### src/rtl/bf16_sub.sv
// rtl/bf16_sub.sv - multi-cycle BFloat16 subtractor (a - b), serial align/subtract/normalize/round
//
// Ports:
//   clk, nreset              clock (rising edge), asynchronous active-low reset
//   valid_i / ready_o        operand pair handshake; ready_o is high only in IDLE
//   sa_i, ea_i, ma_i         minuend a: sign, exponent, 7-bit mantissa
//   sb_i, eb_i, mb_i         subtrahend b: sign, exponent, 7-bit mantissa
//   valid_o / ready_i        result handshake; valid_o is high only in DONE
//   s_o, e_o, m_o            registered result, held stable while valid_o is high
module bf16_sub #(
    parameter int ALIGN_MAX = 10
) (
    input  logic       clk,
    input  logic       nreset,
    input  logic       valid_i,
    output logic       ready_o,
    input  logic       sa_i,
    input  logic [7:0] ea_i,
    input  logic [6:0] ma_i,
    input  logic       sb_i,
    input  logic [7:0] eb_i,
    input  logic [6:0] mb_i,
    output logic       valid_o,
    input  logic       ready_i,
    output logic       s_o,
    output logic [7:0] e_o,
    output logic [6:0] m_o
);

    localparam int CW = $clog2(ALIGN_MAX + 2);
    localparam logic [15:0] QNAN = {1'b0, 8'hFF, 7'h40};

    typedef enum logic [2:0] {IDLE, ALIGN, ADD, NORM, ROUND, DONE} state_t;

    state_t         state;
    logic           sx;        // result sign (sign of the larger operand, b negated)
    logic [7:0]     ex;        // working exponent
    logic [11:0]    sig_x;     // {carry, hidden, frac[6:0], guard, round, sticky}
    logic [11:0]    sig_y;
    logic [CW-1:0]  cnt;       // remaining alignment shifts
    logic           far;       // exponent gap beyond the cap: Y collapses to sticky
    logic           eff_add;   // magnitudes add when the original signs differ

    // Input classification; exponent 0 is zero (subnormals flushed).
    logic a_zero, b_zero, a_inf, b_inf, a_nan, b_nan;
    assign a_zero = (ea_i == 8'h00);
    assign b_zero = (eb_i == 8'h00);
    assign a_inf  = (ea_i == 8'hFF) && (ma_i == 7'h00);
    assign b_inf  = (eb_i == 8'hFF) && (mb_i == 7'h00);
    assign a_nan  = (ea_i == 8'hFF) && (ma_i != 7'h00);
    assign b_nan  = (eb_i == 8'hFF) && (mb_i != 7'h00);

    logic        a_ge_b;
    logic [7:0]  ediff;
    logic        ediff_far;
    logic [11:0] sig_a, sig_b;
    assign a_ge_b    = ({ea_i, ma_i} >= {eb_i, mb_i});
    assign ediff     = a_ge_b ? (ea_i - eb_i) : (eb_i - ea_i);
    assign ediff_far = (ediff > 8'(ALIGN_MAX));
    assign sig_a     = {2'b01, ma_i, 3'b000};
    assign sig_b     = {2'b01, mb_i, 3'b000};

    // Special-case result, resolved entirely at the accept edge.
    logic        spec;
    logic [15:0] spec_res;
    always_comb begin
        spec     = 1'b1;
        spec_res = 16'h0000;
        if (a_nan || b_nan) begin
            spec_res = QNAN;
        end else if (a_inf && b_inf) begin
            // a - b of two Infs cancels when they carry the same sign
            spec_res = (sa_i == sb_i) ? QNAN : {sa_i, 8'hFF, 7'h00};
        end else if (a_inf) begin
            spec_res = {sa_i, 8'hFF, 7'h00};
        end else if (b_inf) begin
            spec_res = {~sb_i, 8'hFF, 7'h00};
        end else if (a_zero && b_zero) begin
            spec_res = {sa_i & ~sb_i, 8'h00, 7'h00};
        end else if (a_zero) begin
            spec_res = {~sb_i, eb_i, mb_i};
        end else if (b_zero) begin
            spec_res = {sa_i, ea_i, ma_i};
        end else begin
            spec = 1'b0;
        end
    end

    // Single-bit shifters; right shifts keep sticky as an OR of everything dropped.
    logic [11:0] y_shr, x_shr, x_shl, sum;
    assign y_shr = {1'b0, sig_y[11:2], sig_y[1] | sig_y[0]};
    assign x_shr = {1'b0, sig_x[11:2], sig_x[1] | sig_x[0]};
    assign x_shl = {sig_x[10:0], 1'b0};
    // X has the larger magnitude, so the subtract never goes negative.
    assign sum   = eff_add ? (sig_x + sig_y) : (sig_x - sig_y);

    // Round to nearest even: up when guard is set and (round|sticky|lsb).
    logic       round_up;
    logic [7:0] frac_r;    // [7] is the mantissa carry-out
    logic [8:0] exp_r;
    assign round_up = sig_x[2] & (sig_x[1] | sig_x[0] | sig_x[3]);
    assign frac_r   = {1'b0, sig_x[9:3]} + {7'd0, round_up};
    assign exp_r    = {1'b0, ex} + {8'd0, frac_r[7]};

    assign ready_o = (state == IDLE);
    assign valid_o = (state == DONE);

    always_ff @(posedge clk or negedge nreset) begin
        if (!nreset) begin
            state   <= IDLE;
            s_o     <= 1'b0;
            e_o     <= 8'h00;
            m_o     <= 7'h00;
            sx      <= 1'b0;
            ex      <= 8'h00;
            sig_x   <= 12'h000;
            sig_y   <= 12'h000;
            cnt     <= '0;
            far     <= 1'b0;
            eff_add <= 1'b0;
        end else begin
            case (state)
                IDLE: begin
                    if (valid_i) begin
                        if (spec) begin
                            {s_o, e_o, m_o} <= spec_res;
                            state           <= DONE;
                        end else begin
                            sx      <= a_ge_b ? sa_i : ~sb_i;
                            ex      <= a_ge_b ? ea_i : eb_i;
                            sig_x   <= a_ge_b ? sig_a : sig_b;
                            sig_y   <= a_ge_b ? sig_b : sig_a;
                            cnt     <= ediff_far ? CW'(ALIGN_MAX + 1) : CW'(ediff);
                            far     <= ediff_far;
                            eff_add <= sa_i ^ sb_i;
                            // equal exponents need no alignment cycle at all
                            state   <= (ediff == 8'h00) ? ADD : ALIGN;
                        end
                    end
                end
                ALIGN: begin
                    cnt <= cnt - CW'(1);
                    if (cnt == CW'(1)) begin
                        sig_y <= far ? 12'd1 : y_shr;
                        state <= ADD;
                    end else begin
                        sig_y <= y_shr;
                    end
                end
                ADD: begin
                    if (sum == 12'h000) begin
                        {s_o, e_o, m_o} <= 16'h0000;
                        state           <= DONE;
                    end else begin
                        sig_x <= sum;
                        state <= NORM;
                    end
                end
                NORM: begin
                    if (sig_x[11]) begin
                        // carry lands in the hidden bit, so rounding can follow directly
                        sig_x <= x_shr;
                        ex    <= ex + 8'd1;
                        state <= ROUND;
                    end else if (!sig_x[10]) begin
                        if (ex == 8'h01) begin
                            {s_o, e_o, m_o} <= {sx, 8'h00, 7'h00};
                            state           <= DONE;
                        end else begin
                            sig_x <= x_shl;
                            ex    <= ex - 8'd1;
                        end
                    end else begin
                        state <= ROUND;
                    end
                end
                ROUND: begin
                    if (exp_r >= 9'h0FF) begin
                        {s_o, e_o, m_o} <= {sx, 8'hFF, 7'h00};
                    end else begin
                        {s_o, e_o, m_o} <= {sx, exp_r[7:0], frac_r[6:0]};
                    end
                    state <= DONE;
                end
                DONE: begin
                    if (ready_i) begin
                        state <= IDLE;
                    end
                end
                default: state <= IDLE;
            endcase
        end
    end

endmodule

### config.mk
export PLATFORM = sky130hd
export DESIGN_NAME = bf16_sub
export DESIGN_NICKNAME = d
export VERILOG_FILES = /design/src/rtl/bf16_sub.sv
export SDC_FILE = /design/constraint.sdc
export NUM_CORES = 1
export LEC_CHECK = 0
export ABC_AREA = 1
export CAP_MARGIN = 10
export CORE_UTILIZATION = 50
export DETAILED_ROUTE_END_ITERATION = 6
export GPL_TIMING_DRIVEN = 0
export PLACE_DENSITY_LB_ADDON = 0.1
export SETUP_SLACK_MARGIN = 0.5
export SLEW_MARGIN = 0
export SYNTH_ARGS = -nofsm -noshare
export SYNTH_HDL_FRONTEND = slang
export SYNTH_SLANG_ARGS = --single-unit
### constraint.sdc
create_clock -name clk -period 3.7 [get_ports clk]
set_input_delay 0.74 -clock clk [delete_from_list [all_inputs] [get_ports clk]]
set_output_delay 0.74 -clock clk [all_outputs]
set_load 0.03 [all_outputs]
Fig. 1: run 1, where the registers sit
(2 px per um) Other sequential cells in the stronger grey, the rest of the logic in the fainter grey.
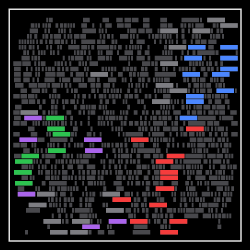
[purple] m_o | flops: 7
[blue] sig_y | flops: 11 | where: top right
[red] sig_x | flops: 12
[green] e_o | flops: 8
register area: 1430 um^2
Seq area share: 18.4%
post-layout utilization of the core: 63.4%

Fig. 2: run 1, wires at chosen ports, followed through buffers
(4 px per um)
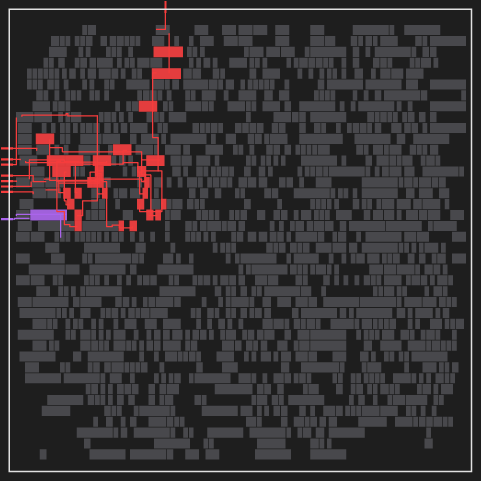
[red] ea_i | bits: 8 | direction: input | end cells: 29 | wire: 424 um
[purple] s_o | bits: 1 | direction: output | end cells: 1 | wire: 23.1 um
port buffer count: 53
I/O pin cnt: 54

Fig. 3: run 1, logic cells by family
(3 px per um)
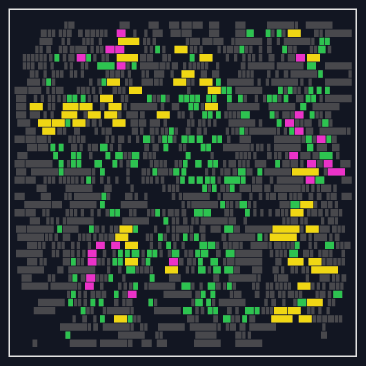
[magenta] xor and xnor cells | cells: 23 | most used: xor2_1 | where: spread over the die
[green] aoi and oai cells | cells: 189 | most used: o21ai_0
[yellow] fa/ha/maj cells | cells: 48 | most used: ha_1 | where: spread over the die
post-route non-filler standard cell count: 1281
share of the final layout cell area in multi-input gates: 56.5%
most common cell after layout, fill and taps aside: sky130_fd_sc_hd__nand2_1

## run 1: layer usage
metal | up-vias | wire length [um]
met4 | 0 | 602
met1 | 3104 | 8800
met2 | 211 | 8910
met3 | 39 | 1050
li1 | 3487 | -
met5 | - | 0
## run 1: what timing repair did
action,in CTS,in global routing
pin swaps,2,15
setup endpoints to repair,27,51
gates resized,7,53
hold endpoints to repair,0,0
gates cloned,0,0
buffers inserted,3,13
## run 1: through the flow
step	hold WS [ns]	cell area (um^2)	utilization, %	std cells	power [uW]
after floorplan	0.444	6400	-	1027	4440
after global placement	0.463	7150	58.3	1248	5510
after detailed placement	0.466	7160	58.4	1249	5560
after CTS	0.439	7490	61.1	1268	6480
after global routing	0.473	7770	63.4	1281	7650
final	0.428	7770	63.4	1281	7020
## run 1: flip-flops by register name, summed over array words and instances (netlist names)
name	count
ex	8
eff_add	1
s_o	1
e_o	8
sig_x	12
sx	1
far	1
state	3
sig_y	11
cnt	4
m_o	7
## run 1: worst paths after layout
kind                          start     end  slack [ns]  depth (start not counted)
max                        sig_y[0]     s_o        0.55                         24
min                          nreset   ex[1]        0.43                          1
max reg2reg                sig_y[0]     s_o        0.55                         24
min reg2reg                     far     far        0.48                          2
max in group asynchronous    nreset  cnt[0]        2.65                          2
min in group clk                far     far        0.48                          2
## run 1: report_power, final
| group | leakage (uW) | switching, uW | internal [uW] |
|---|---|---|---|
| combinational | 0.00317 | 3160 | 1840 |
| sequential | 0.000715 | 293 | 905 |
| clock | 0.000139 | 303 | 519 |
| total | 0.00402 | 3760 | 3270 |
## run 1: kinds of logic after synthesis
family                     synth area share (%)
buffers and inverters                      12.0
adders and majority gates                  9.73
and+or+nand+nor                            35.9
xor gates and xnor gates                   3.15
AOI/OAI and AO/OA                          16.9
DFF                                        22.3
==> reports/highlights.md, run 1 <==
### Status
* **run status** finished, final reports clean

### Floorplan
* **count of standard-cell rows** 40
* **Die Wd** 115 um
* **floorplan core density** 52.2%
* **tap cells** 168
* **Vert. Die Dim** 115 um
* **core area** 12300 um^2
* **area enclosed by the die boundary** 13300 um^2

### Route
* **post-detailed-route via-to-cell ratio** 5.34
* **drt drc** 0
* **average routed wire per standard cell** 15.1 um
* **number of vias after detailed routing** 6841
* **number of DRC violations after detailed-routing iteration 0** 427
* **Detail Route Antenna Nets** 0
* **sum of routed wire length over all layers** 19400 um
* **Initial DRT Pass Iterations** 5

### Logic synthesis
* **fraction of post-synthesis cell area in the top cell type by area** 22.3%
* **most repeated cell in the gate-level netlist after synthesis** sky130_fd_sc_hd__nand2_1
* **share of the yosys chip area belonging to registers** 22.3%
* **Synth top cells by count** sky130_fd_sc_hd__nand2_1 (299), sky130_fd_sc_hd__inv_1 (152), sky130_fd_sc_hd__nor2_1 (86), sky130_fd_sc_hd__o21ai_0 (68), sky130_fd_sc_hd__a21oi_1 (61)
* **Top FF cell, synth** sky130_fd_sc_hd__dfrtp_1
* **FFs w/ async S/R, synth** 100%
* **Yosys warning total** 0
* **cell count after synthesis** 1027
* **Mapped Avg Cell Area** 6.24 um^2
* **syn nets** 1111
* **cell type with the largest total area after synthesis** sky130_fd_sc_hd__dfrtp_1
* **area of the mapped netlist** 6400 um^2
* **post-synthesis sequential element count** 57
* **count of different cell masters after synthesis** 46
* **chip area in the Yosys report** 6400 um^2
* **flip-flops with a built-in enable** 0
* **top area cells in the synthesized netlist** sky130_fd_sc_hd__dfrtp_1 (22%), sky130_fd_sc_hd__nand2_1 (18%), sky130_fd_sc_hd__inv_1 (8.9%)
* **number of cells in the yosys synthesis report** 1027

### Setup path
* **capturing element type of the critical path** flip-flop
* **Crit path arrival time** 3.42 ns
* **worst setup path class** reg2reg
* **worst stage delay on the critical path** 0.39 ns
* **Cell Chain, Critical Path** inv_2, ha_4, nand4_1, nor2_2, a21oi_2, xor2_1, buf_4, ha_4, nand2_1, inv_1, nand2_1, o21ai_0, nor2_1, buf_4, nand3_2, nand3_1, nor2_2, nand2_2, nand2_2, nand2_4, inv_4, buf_8, nand2_1, nand2_1
* **Worst path top cell family by delay** simple AND/OR/NAND/NOR gates
* **cell with the most instances on the worst path** sky130_fd_sc_hd__nand2_1
* **Max FO, Critical Path** 10
* **Worst EP required** 3.98 ns
* **Critical-path top delay cell** sky130_fd_sc_hd__dfrtp_1
* **startpoint types** flip-flop
* **Crit path buffers/inverters** 6

### Final layout
* **number of antenna cells inserted** 0
* **number of clock-tree buffers in the layout** 11
* **fraction of final layout cells sized beyond drive strength 1** 13.4%
* **inverter tally of the final layout excluding the clock network** 163
* **filler cell count** 1243
* **Layout Area Growth over Synthesis** 21.3%
* **dominant class by area** combinational gates
* **area of the multi-input gates** 4390 um^2
* **commonest non-fill, non-tap cells in the layout** sky130_fd_sc_hd__nand2_1 (288), sky130_fd_sc_hd__inv_1 (148), sky130_fd_sc_hd__nor2_1 (82)
* **bufs w/o clock** 95
* **fraction of area in clock buffers and inverters** 3.72%
* **final net count** 1192
* **number of logic gates** 782
* **flip-flops** 57
* **NonClk Buf Share** 10.8%

### Job
* **stage-log warning count** 39
* **number of maximum-capacitance constraint violations** 0

### Clock tree
* **number of hold buffers added after cts** 0
* **maximum buffer depth of the clock tree** 2
* **Clock Sinks** 57
* **clock transition at the registers of the reported paths** 0.05 ns
* **CTS Buf Count** 9
* **cell at the root of the clock tree** sky130_fd_sc_hd__clkbuf_16
* **clock insertion delay at the later pin of the skew report** 0.34 ns
* **Clock H-tree levels** 3
* **clock tree from TritonCTS** built

### STA
* **total setup violations reported at the end of the flow** 0
* **post-route fraction of the period consumed by the critical path** 85.0%
* **Worst slew margin** 51.9%
* **maximum achievable frequency** 318 MHz
* **RSZ-0062 raised after global routing** true
* **final hold violations** 0
* **actual transition at the worst max-transition pin** 0.719 ns
* **setup ws final** 0.555 ns
* **Layout Skew** 0.00981 ns
* **TNS Setup** 0 ns
* **max-slew violation count** 0
* **final critical path time including I/O delays and setup** 3.15 ns

### Min path
* **worst hold-check path type** in2async

### Power
* **Worst VDD drop** 0.000411 V
* **Pleak** 0.00402 uW
* **Pwr Density** 904 nW/um^2

### Global routing
* **GR Util met2** 47.6%
* **global-route layer with the greatest usage** met2
* **via count of the first global-routing pass** 6112
* **total overflow reported by the global router** 0
* **antenna violations before repair** 0
* **met1 capacity usage during global routing** 40.8%
* **global router's overall resource usage** 30.2%
* **maximum number of pins on one net before global-route repair** 32
* **first-pass GRT wire length** 30600 um
* **met3 Resource Use GR** 5.01%

### Placement
* **last weighted congestion value of the routability-driven placer** 0.924
* **pre-CTS setup slack** 0.137 ns
* **detailed placement HPWL** 15100 um

Fig. 4: run 1, clock routing
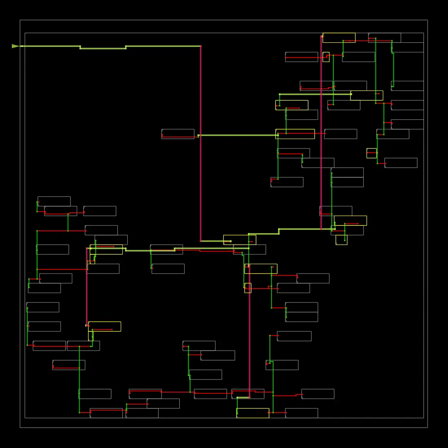

==> run 2, diff against run 1 <==
--- a/config.mk
+++ b/config.mk
@@ -6,8 +6,9 @@
 export NUM_CORES = 1
 export LEC_CHECK = 0
 export ABC_AREA = 1
-export CAP_MARGIN = 10
+export CAP_MARGIN = 20
 export CORE_UTILIZATION = 50
+export CTS_CLUSTER_SIZE = 25
 export DETAILED_ROUTE_END_ITERATION = 6
 export GPL_TIMING_DRIVEN = 0
 export PLACE_DENSITY_LB_ADDON = 0.1
==> constraint.sdc (replaced) <==
create_clock -name clk -period 3.2 [get_ports clk]
set_input_delay 0.64 -clock clk [delete_from_list [all_inputs] [get_ports clk]]
set_output_delay 0.64 -clock clk [all_outputs]
set_load 0.03 [all_outputs]
Fig. 5: run 2, clock routing
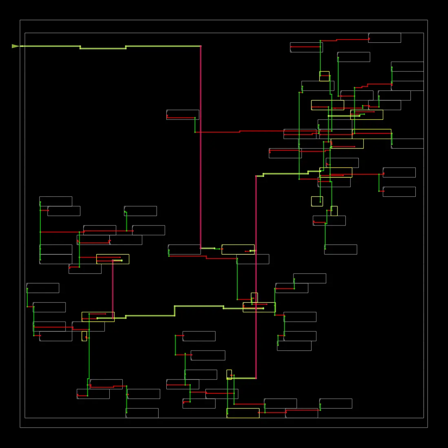
Clock Sinks: 57
Layout Skew: 0.00871 ns
clock insertion delay at the later pin of the skew report: 0.34 ns
flip-flops: 57
number of clock-tree buffers in the layout: 11

Fig. 6: run 2, wires at chosen ports, followed through buffers
(4 px per um)
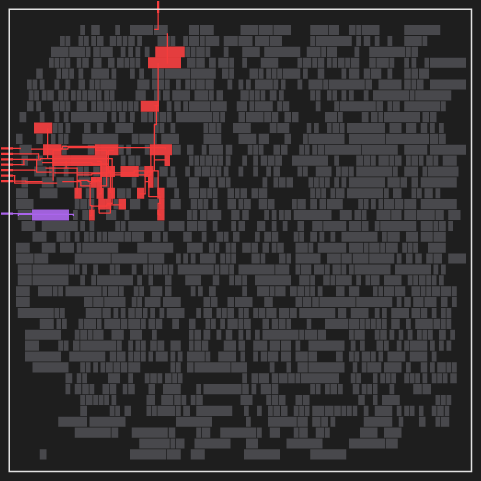
[purple] s_o | bits: 1 | direction: output | end cells: 1 | wire: 19.5 um
[red] ea_i | bits: 8 | direction: input | end cells: 29 | wire: 385 um

==> reports/highlights.md, run 2 <==
### Logic synthesis
* **xor-xnor portion of the synthesized cell area** 3.15%, unchanged
* **post-synthesis sequential element count** 57, unchanged
* **Yosys warning total** 0, unchanged
* **top area cells in the synthesized netlist** sky130_fd_sc_hd__dfrtp_1 (22%), sky130_fd_sc_hd__nand2_1 (18%), sky130_fd_sc_hd__inv_1 (8.9%)
* **share of synthesized cell area in and-or and or-and compound cells** 16.9%, unchanged
* **cell count after synthesis** 1027, unchanged
* **FFs w/ async S/R, synth** 100%, unchanged
* **chip area in the Yosys report** 6400 um^2, unchanged
* **multiplexer share of the synthesized area** 0%, unchanged
* **share of the yosys chip area belonging to registers** 22.3%, unchanged
* **Adders+Majority by Area** 9.73%, unchanged
* **cell type with the largest total area after synthesis** sky130_fd_sc_hd__dfrtp_1
* **count of different cell masters after synthesis** 46, unchanged
* **flip-flops with a built-in enable** 0, unchanged
* **area of the mapped netlist** 6400 um^2, unchanged
* **most repeated cell in the gate-level netlist after synthesis** sky130_fd_sc_hd__nand2_1
* **main logic family after synthesis** simple AND/OR/NAND/NOR gates
* **syn nets** 1111, unchanged
* **number of cells in the yosys synthesis report** 1027, unchanged
* **Synth top cells by count** sky130_fd_sc_hd__nand2_1 (299), sky130_fd_sc_hd__inv_1 (152), sky130_fd_sc_hd__nor2_1 (86), sky130_fd_sc_hd__o21ai_0 (68), sky130_fd_sc_hd__a21oi_1 (61)
* **Mapped Avg Cell Area** 6.24 um^2, unchanged
* **Top FF cell, synth** sky130_fd_sc_hd__dfrtp_1
* **simple logic cell fraction of the synthesized area** 35.9%, unchanged

### Job
* **number of maximum-capacitance constraint violations** 0, unchanged
* **stage-log warning count** 41, +5.1%

### Clock tree
* **Clock H-tree levels** 3, unchanged
* **CTS Buf Count** 9, unchanged
* **maximum buffer depth of the clock tree** 2, unchanged
* **number of hold buffers added after cts** 0, unchanged
* **clock transition at the registers of the reported paths** 0.06 ns, about the same
* **clock tree from TritonCTS** built
* **cell at the root of the clock tree** sky130_fd_sc_hd__clkbuf_16

### Route
* **average routed wire per standard cell** 15.2 um, +0.60%
* **post-detailed-route via-to-cell ratio** 5.33, -0.26%
* **sum of routed wire length over all layers** 19600 um, +1.5%
* **number of DRC violations after detailed-routing iteration 0** 620, +45%
* **Initial DRT Pass Iterations** 5, unchanged
* **Detail Route Antenna Nets** 0, unchanged
* **drt drc** 0, unchanged
* **number of vias after detailed routing** 6882, +0.60%

### Global routing
* **global router's overall resource usage** 30.1%, -0.034 points
* **first-pass GRT wire length** 30600 um, about the same
* **antenna violations before repair** 0, unchanged
* **via count of the first global-routing pass** 6131, +0.31%
* **total overflow reported by the global router** 0, unchanged
* **maximum number of pins on one net before global-route repair** 40, +25%

### STA
* **max-slew violation count** 0, unchanged
* **final critical path time including I/O delays and setup** 3.09 ns, -0.0570 ns
* **maximum achievable frequency** 324 MHz, +1.8%
* **Worst Hold Slack** 0.262 ns, -0.166 ns
* **total setup violations reported at the end of the flow** 0, unchanged
* **actual transition at the worst max-transition pin** 0.782 ns, +0.0630 ns
* **Worst slew margin** 47.6%, -4.2 points
* **RSZ-0062 raised after global routing** true
* **post-route fraction of the period consumed by the critical path** 96.5%, +11 points
* **final hold violations** 0, unchanged

### Setup path
* **critical path depth in cells** 23, -4.2%
* **Crit path buffers/inverters** 5, -1
* **worst setup path class** reg2reg
* **R2R Setup Slk** 0.11 ns, -0.44 ns
* **Cell Chain, Critical Path** inv_2, ha_4, nand4_1, nor2_2, buf_4, a31oi_4, xor2_2, ha_4, nand2_2, nor2_2, nand3_1, nand3b_1, inv_1, nand2_1, nand2_2, nor2_4, nand2_2, nand2_4, nand2_8, inv_8, buf_8, nand2_2, nand2_1
* **capturing element type of the critical path** flip-flop
* **Worst EP required** 3.48 ns, -0.50 ns
* **cell with the most instances on the worst path** sky130_fd_sc_hd__nand2_2
* **Max FO, Critical Path** 6, -4
* **worst stage delay on the critical path** 0.38 ns, about the same
* **startpoint types** flip-flop
* **reg2reg path depth** 23, -4.2%
* **Crit path arrival time** 3.37 ns, -0.05 ns
* **Critical-path top delay cell** sky130_fd_sc_hd__dfrtp_1
* **Worst path top cell family by delay** simple AND/OR/NAND/NOR gates

### Final layout
* **final net count** 1203, +0.92%
* **fraction of final layout cells sized beyond drive strength 1** 17.2%, +3.8 points
* **commonest non-fill, non-tap cells in the layout** sky130_fd_sc_hd__nand2_1 (273), sky130_fd_sc_hd__inv_1 (143), sky130_fd_sc_hd__nor2_1 (84)
* **area of the multi-input gates** 4570 um^2, +4.3%
* **post-layout utilization of the core** 65.4%, +2.1 points
* **register containing the most flip-flops in the final layout** sig_x
* **Layout Area Growth over Synthesis** 25.3%
* **most common cell after layout, fill and taps aside** sky130_fd_sc_hd__nand2_1
* **filler cell count** 1186, -4.6%
* **flip-flop count of the largest register after layout** 12, unchanged
* **number of antenna cells inserted** 0, unchanged
* **register area** 1430 um^2, about the same

### Power
* **Gate power share** 72.0%, +0.8 points
* **Cell Int Power** 3930 uW, +20%
* **Pwr Density** 1050 nW/um^2, +16%
* **switching share of total power** 53.2%, -0.27 points
* **sequential fraction of design power** 16.5%, -0.6 points
* **switching power** 4470 uW, +19%
* **Worst VDD drop** 0.000530 V, +29%
* **Pleak** 0.00423 uW, +5.1%
* **Power, Total** 8410 uW, +20%

### Floorplan
* **floorplan core density** 52.2%, unchanged
* **I/O pin cnt** 54, unchanged
* **area enclosed by the die boundary** 13300 um^2, unchanged
* **Die Wd** 115 um, unchanged
* **core area** 12300 um^2, unchanged
* **count of standard-cell rows** 40, unchanged
* **Vert. Die Dim** 115 um, unchanged

### Status
* **run status** finished, final reports clean

### Placement
* **number of placed instances with taps included** 1249, unchanged
* **detailed placement HPWL** 15100 um, -0.21%
* **port buffer count** 53, unchanged
* **last weighted congestion value of the routability-driven placer** 0.927, +0.35%

### Min path
* **worst hold-check path type** in2async

Fig. 7: run 2, logic cells by family
(3 px per um)
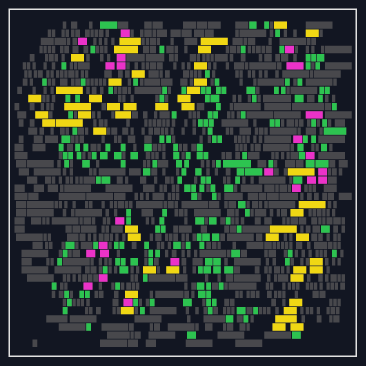
[yellow] fa/ha/maj cells | cells: 48 | most used: ha_1 | where: spread over the die
[green] aoi and oai cells | cells: 189 | most used: o21ai_0 | where: spread over the die
[magenta] xor and xnor cells | cells: 23 | most used: xor2_1 | where: spread over the die
share of the final layout cell area in multi-input gates: 57.0%
post-route non-filler standard cell count: 1292

[run 2: worst paths after layout]
kind	startpoint	end
max in group asynchronous	nreset	eff_add
max reg2reg	sig_y[0]	m_o[0]
max	sig_y[0]	m_o[0]
min	nreset	sx
min in group clk	m_o[1]	m_o[1]
min reg2reg	m_o[1]	m_o[1]
[run 2: routing by layer]
metal  wire (um)  vias to the layer above  GRT usage (%)
li1            -                     3509              -
met1        9120                     3135           41.2
met5           0                        -              0
met2        9000                      204           48.1
met3        1070                       34           4.22
met4         445                        0           11.9
[run 2: layout make-up]
class                   count  area share (%)
plain buffers              25            2.15
flip-flops and latches     57            17.8
multi-input cells         783            57.0
clock inverters             5           0.702
repair buffers             80            9.11
inverters                 163            7.72
well taps                 168            2.62
clock buffers              11            2.90
[run 2: through the flow]
step	cell area, um^2	TNS [ns]	worst slack (ns)
final	8020	0	0.112
after detailed placement	7170	-7.23	-0.355
after global placement	7160	-30.63	-0.429
after CTS	7750	0	0.146
after global routing	8020	-0.690	-0.0655
after floorplan	6420	0	0.490
[run 2: kinds of logic (layout without fill, tap and decap cells)]
family | count (synthesis) | count (layout)
AND-OR/OR-AND | 191 | 191
XOR/XNOR | 23 | 23
adder cells (fa/ha/maj) | 48 | 48
buffers and inverters | 188 | 284
flip-flops | 57 | 57
AND/OR/NAND/NOR | 520 | 521
[run 2: repair_timing]
action,CTS,global route
buffers inserted,18,7
cloned,2,0
pin swaps,19,24
setup endpoints to repair,52,56
resized,59,86
[run 2: power by group through the flow]
stage / Clock (uW) / Combinational, uW / Sequential [uW]
floorplan: 0 / 3770 / 1400
global placement: 0 / 5030 / 1360
detailed placement: 0 / 5100 / 1360
CTS: 966 / 5550 / 1360
global route: 1000 / 6670 / 1430
finish: 962 / 6060 / 1390
Power is estimated from default activity; no workload was simulated.
